<file path="src/rtl/mips_dbg_pkg.sv">
// Shared definitions for the MIPS board debug/run controller: state encodings
// and the default timing constants for the 50 MHz board clock.
package mips_dbg_pkg;

  typedef enum logic [1:0] {
    ST_HALT  = 2'd0,
    ST_RUN   = 2'd1,
    ST_STEP  = 2'd2,
    ST_BREAK = 2'd3
  } run_state_e;

  // 1 Hz core rate and 20 ms button debounce at 50 MHz
  localparam int unsigned DEF_RUN_DIV    = 50_000_000;
  localparam int unsigned DEF_DEB_CYCLES = 1_000_000;
  localparam int unsigned DEF_PC_W       = 32;

  // Counter width able to hold 0..n-1, never narrower than one bit
  function automatic int unsigned cnt_width(input int unsigned n);
    return (n > 1) ? $clog2(n) : 1;
  endfunction

endpackage

</file>
<file path="src/rtl/step_debounce.sv">
// Step push-button conditioning: 2-flop synchroniser, stability counter and
// a single-cycle request on each accepted press (rising edge of the
// debounced level). Releases are debounced too but produce no request.
module step_debounce
  import mips_dbg_pkg::*;
#(
  parameter int unsigned DEB_CYCLES = DEF_DEB_CYCLES
) (
  input  logic clk_i,
  input  logic reset_i,
  input  logic step_i,
  output logic step_req_o
);

  localparam int unsigned   CW       = cnt_width(DEB_CYCLES);
  localparam logic [CW-1:0] CNT_LAST = CW'(DEB_CYCLES - 1);

  logic          step_m;
  logic          step_s;
  logic          level_q;
  logic          req_q;
  logic [CW-1:0] cnt_q;
  logic          differ;
  logic          accept;

  assign differ = (step_s != level_q);
  assign accept = differ && (cnt_q == CNT_LAST);

  // Bring the raw button into the clk_i domain
  always_ff @(posedge clk_i or negedge reset_i) begin
    if (!reset_i) begin
      step_m <= 1'b0;
      step_s <= 1'b0;
    end else begin
      step_m <= step_i;
      step_s <= step_m;
    end
  end

  // Accept a new level only after it has been stable for DEB_CYCLES cycles
  always_ff @(posedge clk_i or negedge reset_i) begin
    if (!reset_i) begin
      cnt_q   <= '0;
      level_q <= 1'b0;
      req_q   <= 1'b0;
    end else begin
      req_q <= accept && step_s;
      if (!differ) begin
        cnt_q <= '0;
      end else if (accept) begin
        cnt_q   <= '0;
        level_q <= step_s;
      end else begin
        cnt_q <= cnt_q + CW'(1);
      end
    end
  end

  assign step_req_o = req_q;

endmodule

</file>
<file path="src/rtl/mips_run_ctrl.sv">
// Run/step/breakpoint sequencer producing the MIPS core clock enable.
// The core runs on clk_i and advances only in cycles where cpu_ce_o is high.
//
//   state | meaning
//   HALT  | core frozen, waiting for run switch or step press
//   RUN   | free-run, one cpu_ce_o pulse every RUN_DIV cycles
//   STEP  | single cycle; schedules exactly one pulse, then HALT
//   BREAK | stopped on PC breakpoint; step moves past it, run does not resume
module mips_run_ctrl
  import mips_dbg_pkg::*;
#(
  parameter int unsigned RUN_DIV    = DEF_RUN_DIV,
  parameter int unsigned DEB_CYCLES = DEF_DEB_CYCLES,
  parameter int unsigned PC_W       = DEF_PC_W
) (
  input  logic            clk_i,
  input  logic            reset_i,
  input  logic            run_i,
  input  logic            step_i,
  input  logic            bp_en_i,
  input  logic [PC_W-1:0] bp_addr_i,
  input  logic [PC_W-1:0] pc_i,
  output logic            cpu_ce_o,
  output logic            halted_o,
  output logic            bp_hit_o,
  output logic [1:0]      state_o
);

  localparam int unsigned   DW       = cnt_width(RUN_DIV);
  localparam logic [DW-1:0] DIV_LAST = DW'(RUN_DIV - 1);

  logic          run_m;
  logic          run_s;
  logic          step_req;
  logic [DW-1:0] div_q;
  logic          tick;
  logic          bp_match;

  run_state_e    state_q;
  run_state_e    state_d;
  logic          ce_d;
  logic          ce_q;
  logic          halted_q;
  logic          bp_hit_q;

  step_debounce #(
    .DEB_CYCLES (DEB_CYCLES)
  ) u_step_debounce (
    .clk_i      (clk_i),
    .reset_i    (reset_i),
    .step_i     (step_i),
    .step_req_o (step_req)
  );

  // Bring the run switch into the clk_i domain
  always_ff @(posedge clk_i or negedge reset_i) begin
    if (!reset_i) begin
      run_m <= 1'b0;
      run_s <= 1'b0;
    end else begin
      run_m <= run_i;
      run_s <= run_m;
    end
  end

  // Rate divider: held at zero outside RUN so every run starts a full period
  always_ff @(posedge clk_i or negedge reset_i) begin
    if (!reset_i) begin
      div_q <= '0;
    end else if (state_q != ST_RUN) begin
      div_q <= '0;
    end else if (div_q == DIV_LAST) begin
      div_q <= '0;
    end else begin
      div_q <= div_q + DW'(1);
    end
  end

  assign tick     = (state_q == ST_RUN) && (div_q == DIV_LAST);
  assign bp_match = bp_en_i && (pc_i == bp_addr_i);

  // State register plus registered outputs, all decoded from the next state
  always_ff @(posedge clk_i or negedge reset_i) begin
    if (!reset_i) begin
      state_q  <= ST_HALT;
      ce_q     <= 1'b0;
      halted_q <= 1'b1;
      bp_hit_q <= 1'b0;
    end else begin
      state_q  <= state_d;
      ce_q     <= ce_d;
      halted_q <= (state_d != ST_RUN);
      bp_hit_q <= (state_d == ST_BREAK);
    end
  end

  // Next state and pulse request; checks are ordered by priority within each state
  always_comb begin
    state_d = state_q;
    ce_d    = 1'b0;
    case (state_q)
      ST_HALT: begin
        if (run_s) begin
          state_d = ST_RUN;
        end else if (step_req) begin
          state_d = ST_STEP;
        end
      end
      ST_RUN: begin
        if (!run_s) begin
          state_d = ST_HALT;
        end else if (tick) begin
          if (bp_match) begin
            state_d = ST_BREAK;
          end else begin
            ce_d = 1'b1;
          end
        end
      end
      ST_STEP: begin
        ce_d    = 1'b1;
        state_d = ST_HALT;
      end
      ST_BREAK: begin
        if (!run_s) begin
          state_d = ST_HALT;
        end else if (step_req) begin
          state_d = ST_STEP;
        end
      end
      default: begin
        state_d = ST_HALT;
      end
    endcase
  end

  assign cpu_ce_o = ce_q;
  assign halted_o = halted_q;
  assign bp_hit_o = bp_hit_q;
  assign state_o  = state_q;

endmodule

</file>
<file path="config.mk">
export PLATFORM = sky130hd
export DESIGN_NAME = mips_run_ctrl
export DESIGN_NICKNAME = d
export VERILOG_FILES = /design/src/rtl/mips_dbg_pkg.sv /design/src/rtl/step_debounce.sv /design/src/rtl/mips_run_ctrl.sv
export SDC_FILE = /design/constraint.sdc
export NUM_CORES = 1
export LEC_CHECK = 0
export ABC_AREA = 1
export CAP_MARGIN = 20
export CORE_MARGIN = 4
export CORE_UTILIZATION = 55
export CTS_BUF_LIST = sky130_fd_sc_hd__clkbuf_8
export CTS_CLUSTER_SIZE = 28
export DETAILED_ROUTE_END_ITERATION = 10
export PLACE_DENSITY = 0.91
export SLEW_MARGIN = 20
export SYNTH_ARGS = -nofsm -noshare
export SYNTH_HDL_FRONTEND = slang
export SYNTH_SLANG_ARGS = --single-unit
</file>
<file path="constraint.sdc">
create_clock -name clk_i -period 3.6 [get_ports clk_i]
set_input_delay 0.36 -clock clk_i [delete_from_list [all_inputs] [get_ports clk_i]]
set_output_delay 0.36 -clock clk_i [all_outputs]
set_load 0.01 [all_outputs]
</file>
Fig. 1: run 1, cell placement
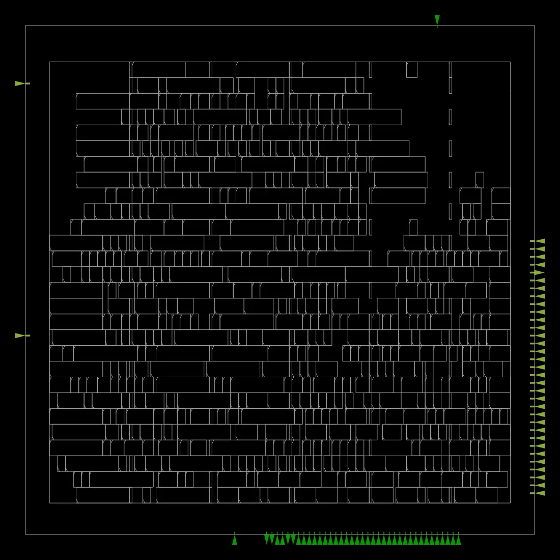
final core utilization: 0.7498
core region area: 6061 sq um

Fig. 2: run 1, I/O nets highlighted
Drawn at 6 px/micron.
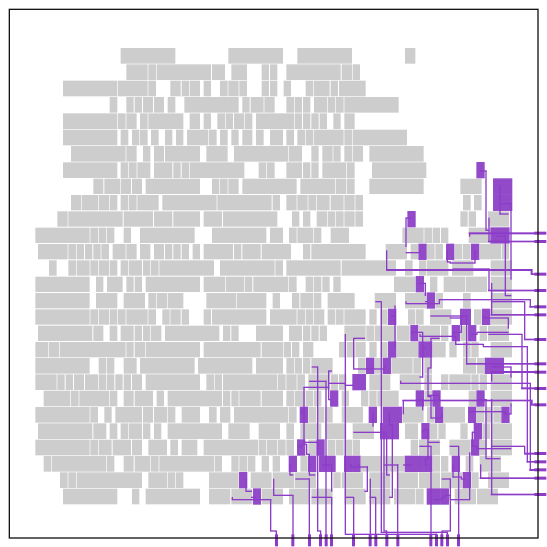
legend:
  `bp_addr_i`:
    color: purple
    bits: 32
    direction: input
    edge: 16 right, 16 bottom
    end_cells: 52
    buffers: 32
    wire: 911 microns
io pins: 74
Port Buf Inserts: 73

Fig. 3: run 1, signal wires by layer
Drawn at 4 px/micron. Only two layers are drawn.
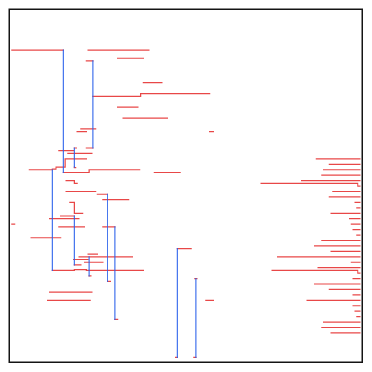
legend:
  met3:
    color: red
    wire_length: 537 microns
  met4:
    color: blue
    wire_length: 191 microns
Routed WL: 8666 microns
via count of the routed design: 3361
Avg WL per Cell: 13.25 microns
GR Util All Layers: 0.2493

Fig. 4: run 1, sequential cells colored by netlist name
Drawn at 6 px/micron.
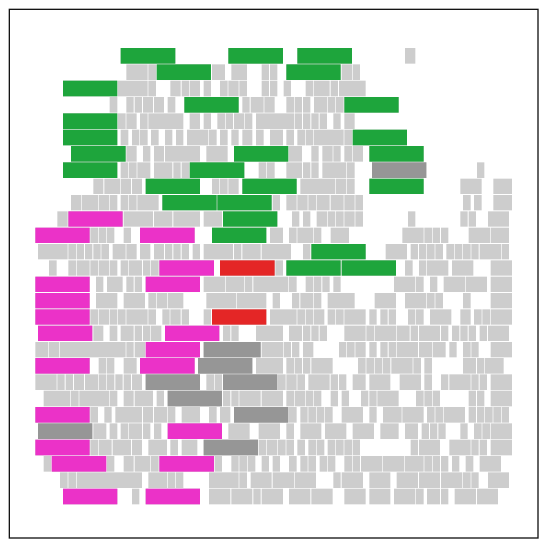
legend:
  `div_q`:
    color: green
    placed_flops: 26
  `state_o`:
    color: red
    placed_flops: 2
  `u_step_debounce.cnt_q`:
    color: magenta
    placed_flops: 20
not colored: 9
storage element area: 1428 sq um
flop share of the area: 0.3142
P_seq: 0.700 mW

==> flow_metrics.tcl, run 1 <==
# implementation run metrics
set metrics [dict create \
    outcome "complete, no violations" \
    layout.cells.non_filler 654 \
    placed_area_sq_um 4334 \
    top_power_group "sequential cells" \
    pg_clk_mw 0.634 \
    routed.top_layer "met4" \
    numClockSinks 57 \
    wl_met3_microns 536 \
    critical_path_required_ns 3.88 \
    fp_nets 566 \
    preCtsSetupSlack_ns 1.512 \
    synth-compound-area-share 0.06381 \
    crit_family "simple AND/OR/NAND/NOR gates" \
    nets 650 \
    worst_slew_pin_slew_ns 0.7833 \
    diodes 0 \
    met3_usage 0.05738 \
    initialDrtViolationCount 178 \
    top_register "div_q" \
    cts_buffer_depth 2 \
    logic_area_sq_um 1708 \
    r2r_start "u_step_debounce.cnt_q[0]" \
    cts_resized 0 \
    cts_hold_buf 0 \
    first_global_vias 3443 \
    p_per_area_nw_per_um2 375.6 \
    grt_max_degree 37 \
    wl_met1_microns 3446 \
    grt_busiest_layer "met2" \
    cp_max_fo 11 \
    fp.dieW_microns 87.88 \
    max-vdd-ir-drop_mv 0.3738 \
    syn_to_final_growth_pct 29.48 \
    antenna_found_initial 0 \
    inv_count 97 \
    max-cap-violations 0 \
    r2r_cells 9 \
    dominant-cell-class "logic gates" \
    synth_area_leader_cell "dfrtp_1" \
    swShare 0.2720 \
    r2r_end "u_step_debounce.cnt_q[0]" \
    initCoreUtil 0.5791 \
    hold_viol_final 0 \
    met2_usage 0.4630 \
    first_pass_iters 5 \
    ant_nets 0 \
    critPathLaunchType "register" \
    clkTransAtPathRegs_ns 0.06 \
    synth-adder-area-share 0.02139 \
    worstSetupEndpoint "u_step_debounce.cnt_q[0]" \
    clkLatencyLatePin_ns 0.34 \
    crit_slowest_cell "nor2_1" \
    rsz0062_at_grt "no" \
    ff_count 57 \
    grt_util_met1 0.2760 \
    setup_ws_ns 1.436 \
    logic_family "simple AND/OR/NAND/NOR gates" \
    max_slew_margin 0.4778 \
    yosysTopAreaCellShare 0.3993 \
    ys_sh_simple 0.3590 \
    final_layout_size_suffix_gt1_frac 0.09154 \
    total_power_mw 1.707 \
    critical_path_buf_inv_count 3 \
    ys_warn_count 0 \
    synth_seq_share 0.4068 \
    root_buffer "clkbuf_8" \
    p_int_mw 1.242 \
    post_cts_buffers 0 \
    criticalPathCategory "register to register" \
    setup_viol 0 \
    ys.flop_type "dfrtp_1" \
    postLayoutCellArea_sq_um 4544 \
    nWellTaps 75 \
]
Fig. 5: run 1, wire density map
Drawn at 4 px/micron. The die is cut into 18 by 18 equal tiles; dark blue is low, red is high, scaled to the fullest tile. Values are wire area over tile area, all layers added.
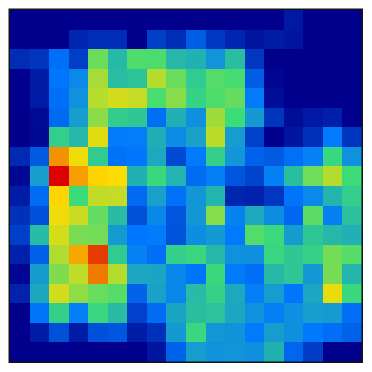

==> inputs of run 2 (changes only) <==
--- a/config.mk
+++ b/config.mk
@@ -8,11 +8,11 @@
 export ABC_AREA = 1
 export CAP_MARGIN = 20
 export CORE_MARGIN = 4
-export CORE_UTILIZATION = 55
+export CORE_UTILIZATION = 53
 export CTS_BUF_LIST = sky130_fd_sc_hd__clkbuf_8
 export CTS_CLUSTER_SIZE = 28
 export DETAILED_ROUTE_END_ITERATION = 10
-export PLACE_DENSITY = 0.91
+export PLACE_DENSITY = 0.89
 export SLEW_MARGIN = 20
 export SYNTH_ARGS = -nofsm -noshare
 export SYNTH_HDL_FRONTEND = slang
==> constraint.sdc (replaced) <==
create_clock -name clk_i -period 2.11 [get_ports clk_i]
set_input_delay 0.211 -clock clk_i [delete_from_list [all_inputs] [get_ports clk_i]]
set_output_delay 0.211 -clock clk_i [all_outputs]
set_load 0.01 [all_outputs]
Fig. 6: run 2, wire density map
Drawn at 4 px/micron. The die is cut into 18 by 18 equal tiles; dark blue is low, red is high, scaled to the fullest tile. Values are wire area over tile area, all layers added.
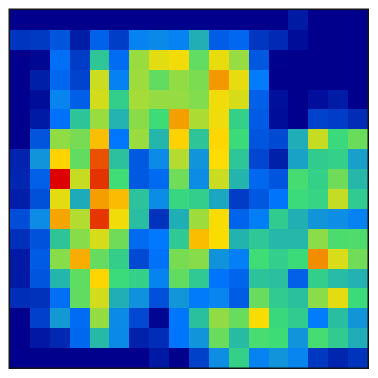
tiles over half the peak: 28%
mean over tiles: 0.17
fullest tile: 0.51
GR Util All Layers: 0.2228
Avg WL per Cell: 12.89 microns

Fig. 7: run 2, I/O nets highlighted
Drawn at 6 px/micron.
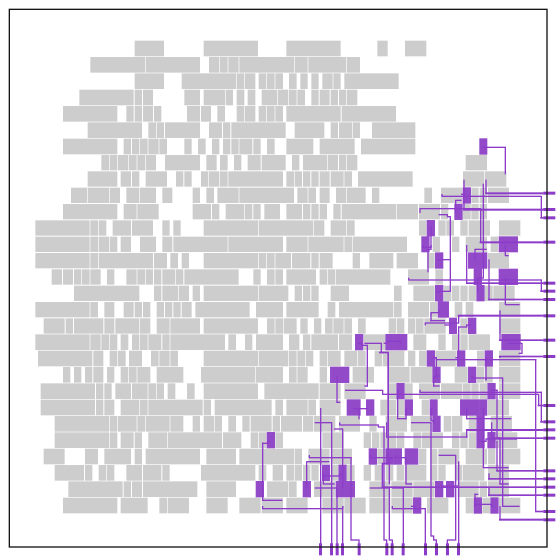
legend:
  `bp_addr_i`:
    color: purple
    bits: 32
    direction: input
    edge: 20 right, 12 bottom
    end_cells: 52
    buffers: 32
    wire: 923 microns

==> flow_metrics.tcl, run 2 <==
# implementation run metrics
set metrics [dict create \
    outcome "complete, no violations" \
    p_int_mw 2.100 \
    wl_met3_microns 487 \
    numClockSinks 57 \
    syn_to_final_growth_pct 32.30 \
    nets 655 \
    max_slew_margin 0.5897 \
    cp_max_fo 4 \
    cts_resized 0 \
    hold_viol_final 0 \
    crit_slowest_cell "dfrtp_1" \
    clkLatencyLatePin_ns 0.34 \
    ant_nets 0 \
    synth_seq_share 0.4068 \
    critical_path_required_ns 2.36 \
    ff_count 57 \
    critPathLaunchType "register" \
    met3_usage 0.04055 \
    cts_buffer_depth 2 \
    wl_microns 8532 \
    yosysTopAreaCellShare 0.3993 \
    ys.flop_type "dfrtp_1" \
    routed.top_layer "met4" \
    p_per_area_nw_per_um2 628.8 \
    criticalPathCategory "register to register" \
    total_power_mw 2.920 \
    ys_sh_simple 0.3590 \
    seq_area_sq_um 1428 \
    first_global_vias 3228 \
    swShare 0.2807 \
    worstSetupEndpoint "div_q[20]" \
    cts_hold_buf 1 \
    layout.cells.non_filler 662 \
    root_buffer "clkbuf_8" \
    setup_viol 0 \
    pg_clk_mw 1.05 \
    wl_met1_microns 3638 \
    first_pass_iters 4 \
    max-cap-violations 0 \
    route.vias.total 3288 \
    preCtsSetupSlack_ns 0.1186 \
    synth-compound-area-share 0.06381 \
    post_cts_buffers 0 \
    utilization 0.7271 \
    initialDrtViolationCount 173 \
    fp.dieW_microns 89.38 \
    portBuffers 73 \
    grt_util_met1 0.2547 \
    met2_usage 0.3999 \
    clkTransAtPathRegs_ns 0.07 \
    grt_busiest_layer "met2" \
    ys_warn_count 0 \
]
Fig. 8: run 2, signal wires by layer
Drawn at 4 px/micron. Only two layers are drawn.
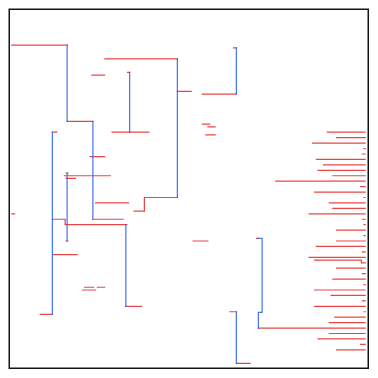
legend:
  met4:
    color: blue
    wire_length: 225 microns
  met3:
    color: red
    wire_length: 488 microns

Fig. 9: run 2, cell placement
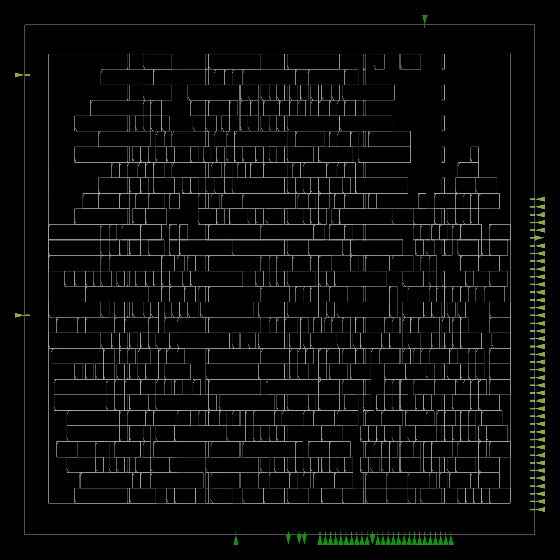

==> inputs of run 3 (changes only) <==
--- a/config.mk
+++ b/config.mk
@@ -5,10 +5,9 @@
 export SDC_FILE = /design/constraint.sdc
 export NUM_CORES = 1
 export LEC_CHECK = 0
-export ABC_AREA = 1
 export CAP_MARGIN = 20
 export CORE_MARGIN = 4
-export CORE_UTILIZATION = 53
+export CORE_UTILIZATION = 52
 export CTS_BUF_LIST = sky130_fd_sc_hd__clkbuf_8
 export CTS_CLUSTER_SIZE = 28
 export DETAILED_ROUTE_END_ITERATION = 10
Fig. 10: run 3, cell placement
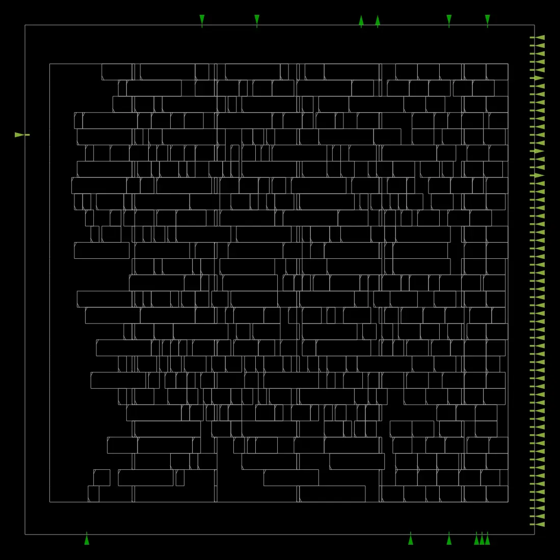
fill cell count: 380
final cell count without fillers: 483
core region area: 5642 sq um
Tap Count: 72

Fig. 11: run 3, wire density map
Drawn at 4 px/micron. The die is cut into 17 by 17 equal tiles; dark blue is low, red is high, scaled to the fullest tile. Values are wire area over tile area, all layers added.
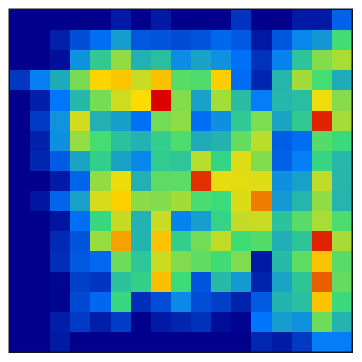
tiles over half the peak: 29%
mean over tiles: 0.17
nearly empty tiles: 17%
emptiest ninth of the die: bottom left
fullest tile: 0.49
via count of the routed design: 2639
Avg WL per Cell: 15.53 microns
GR Util All Layers: 0.2181

==> flow_metrics.tcl, run 3 <==
# implementation run metrics
set metrics [dict create \
    portBuffers 73 \
    first_pass_iters 4 \
    p_int_mw 2.228 \
    criticalPathCategory "register to register" \
    initialDrtViolationCount 153 \
    cts_hold_buf 0 \
    grt_busiest_layer "met2" \
    synth_area_leader_cell "dfrtp_1" \
    syn_to_final_growth_pct 34.07 \
    wl_microns 7500 \
    grt_max_degree 58 \
    antenna_found_initial 0 \
    postLayoutCellArea_sq_um 4175 \
    initCoreUtil 0.5520 \
    top_power_group "sequential cells" \
    met3_usage 0.06990 \
    synth_seq_share 0.4584 \
    r2r_end "div_q[2]" \
    logic_family "simple AND/OR/NAND/NOR gates" \
    placementRows 27 \
    fp_nets 399 \
    dp_hpwl_microns 5656 \
    routed.top_layer "met4" \
    ff_count 57 \
    crit_family "simple AND/OR/NAND/NOR gates" \
    hold_viol_final 0 \
    cts_resized 0 \
    synth-adder-area-share 0.02411 \
    placed_area_sq_um 3949 \
    utilization 0.7401 \
    ant_nets 0 \
    yosysTopAreaCellShare 0.4500 \
    openroad.warnings 29 \
    worst_slew_pin_slew_ns 0.7001 \
    comb-power_mw 0.691 \
    finalCritPeriodShare 0.9293 \
    grt_util_met1 0.2505 \
    crit_slowest_cell "or4_1" \
    logic_gates 255 \
    wl_met1_microns 3180 \
    drc_errors 0 \
    root_buffer "clkbuf_8" \
    ys_warn_count 0 \
    first_global_vias 2759 \
    numClockSinks 57 \
    wl_met3_microns 538 \
    max_slew_margin 0.5333 \
    critical_path_required_ns 2.32 \
    diodes 0 \
    yosysChipArea_sq_um 3114 \
    post_cts_buffers 0 \
    logic_area_sq_um 1648 \
    ys.flop_type "dfrtp_1" \
    met2_usage 0.3757 \
    syn_inst 324 \
    inv_count 6 \
    tns_ns 0 \
    cts_buffer_depth 2 \
    dominant-cell-class "logic gates" \
    swShare 0.2664 \
    pg_clk_mw 1.11 \
    total_power_mw 3.038 \
    outcome "complete, no violations" \
    critPathLaunchType "register" \
    critical_path_buf_inv_count 1 \
    ys_sh_simple 0.2636 \
    fp.dieW_microns 85.39 \
    cp_max_fo 12 \
    max-cap-violations 0 \
    synth-compound-area-share 0.03214 \
    io_pins 74 \
    top_register "div_q" \
    max-vdd-ir-drop_mv 0.3918 \
]
Fig. 12: run 3, signal wires by layer
Drawn at 4 px/micron. Only two layers are drawn.
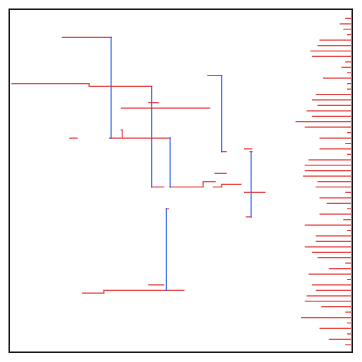
legend:
  met3:
    color: red
    wire_length: 538 microns
  met4:
    color: blue
    wire_length: 118 microns

Power figures rest on the tool's default switching activity, not on a simulated workload.
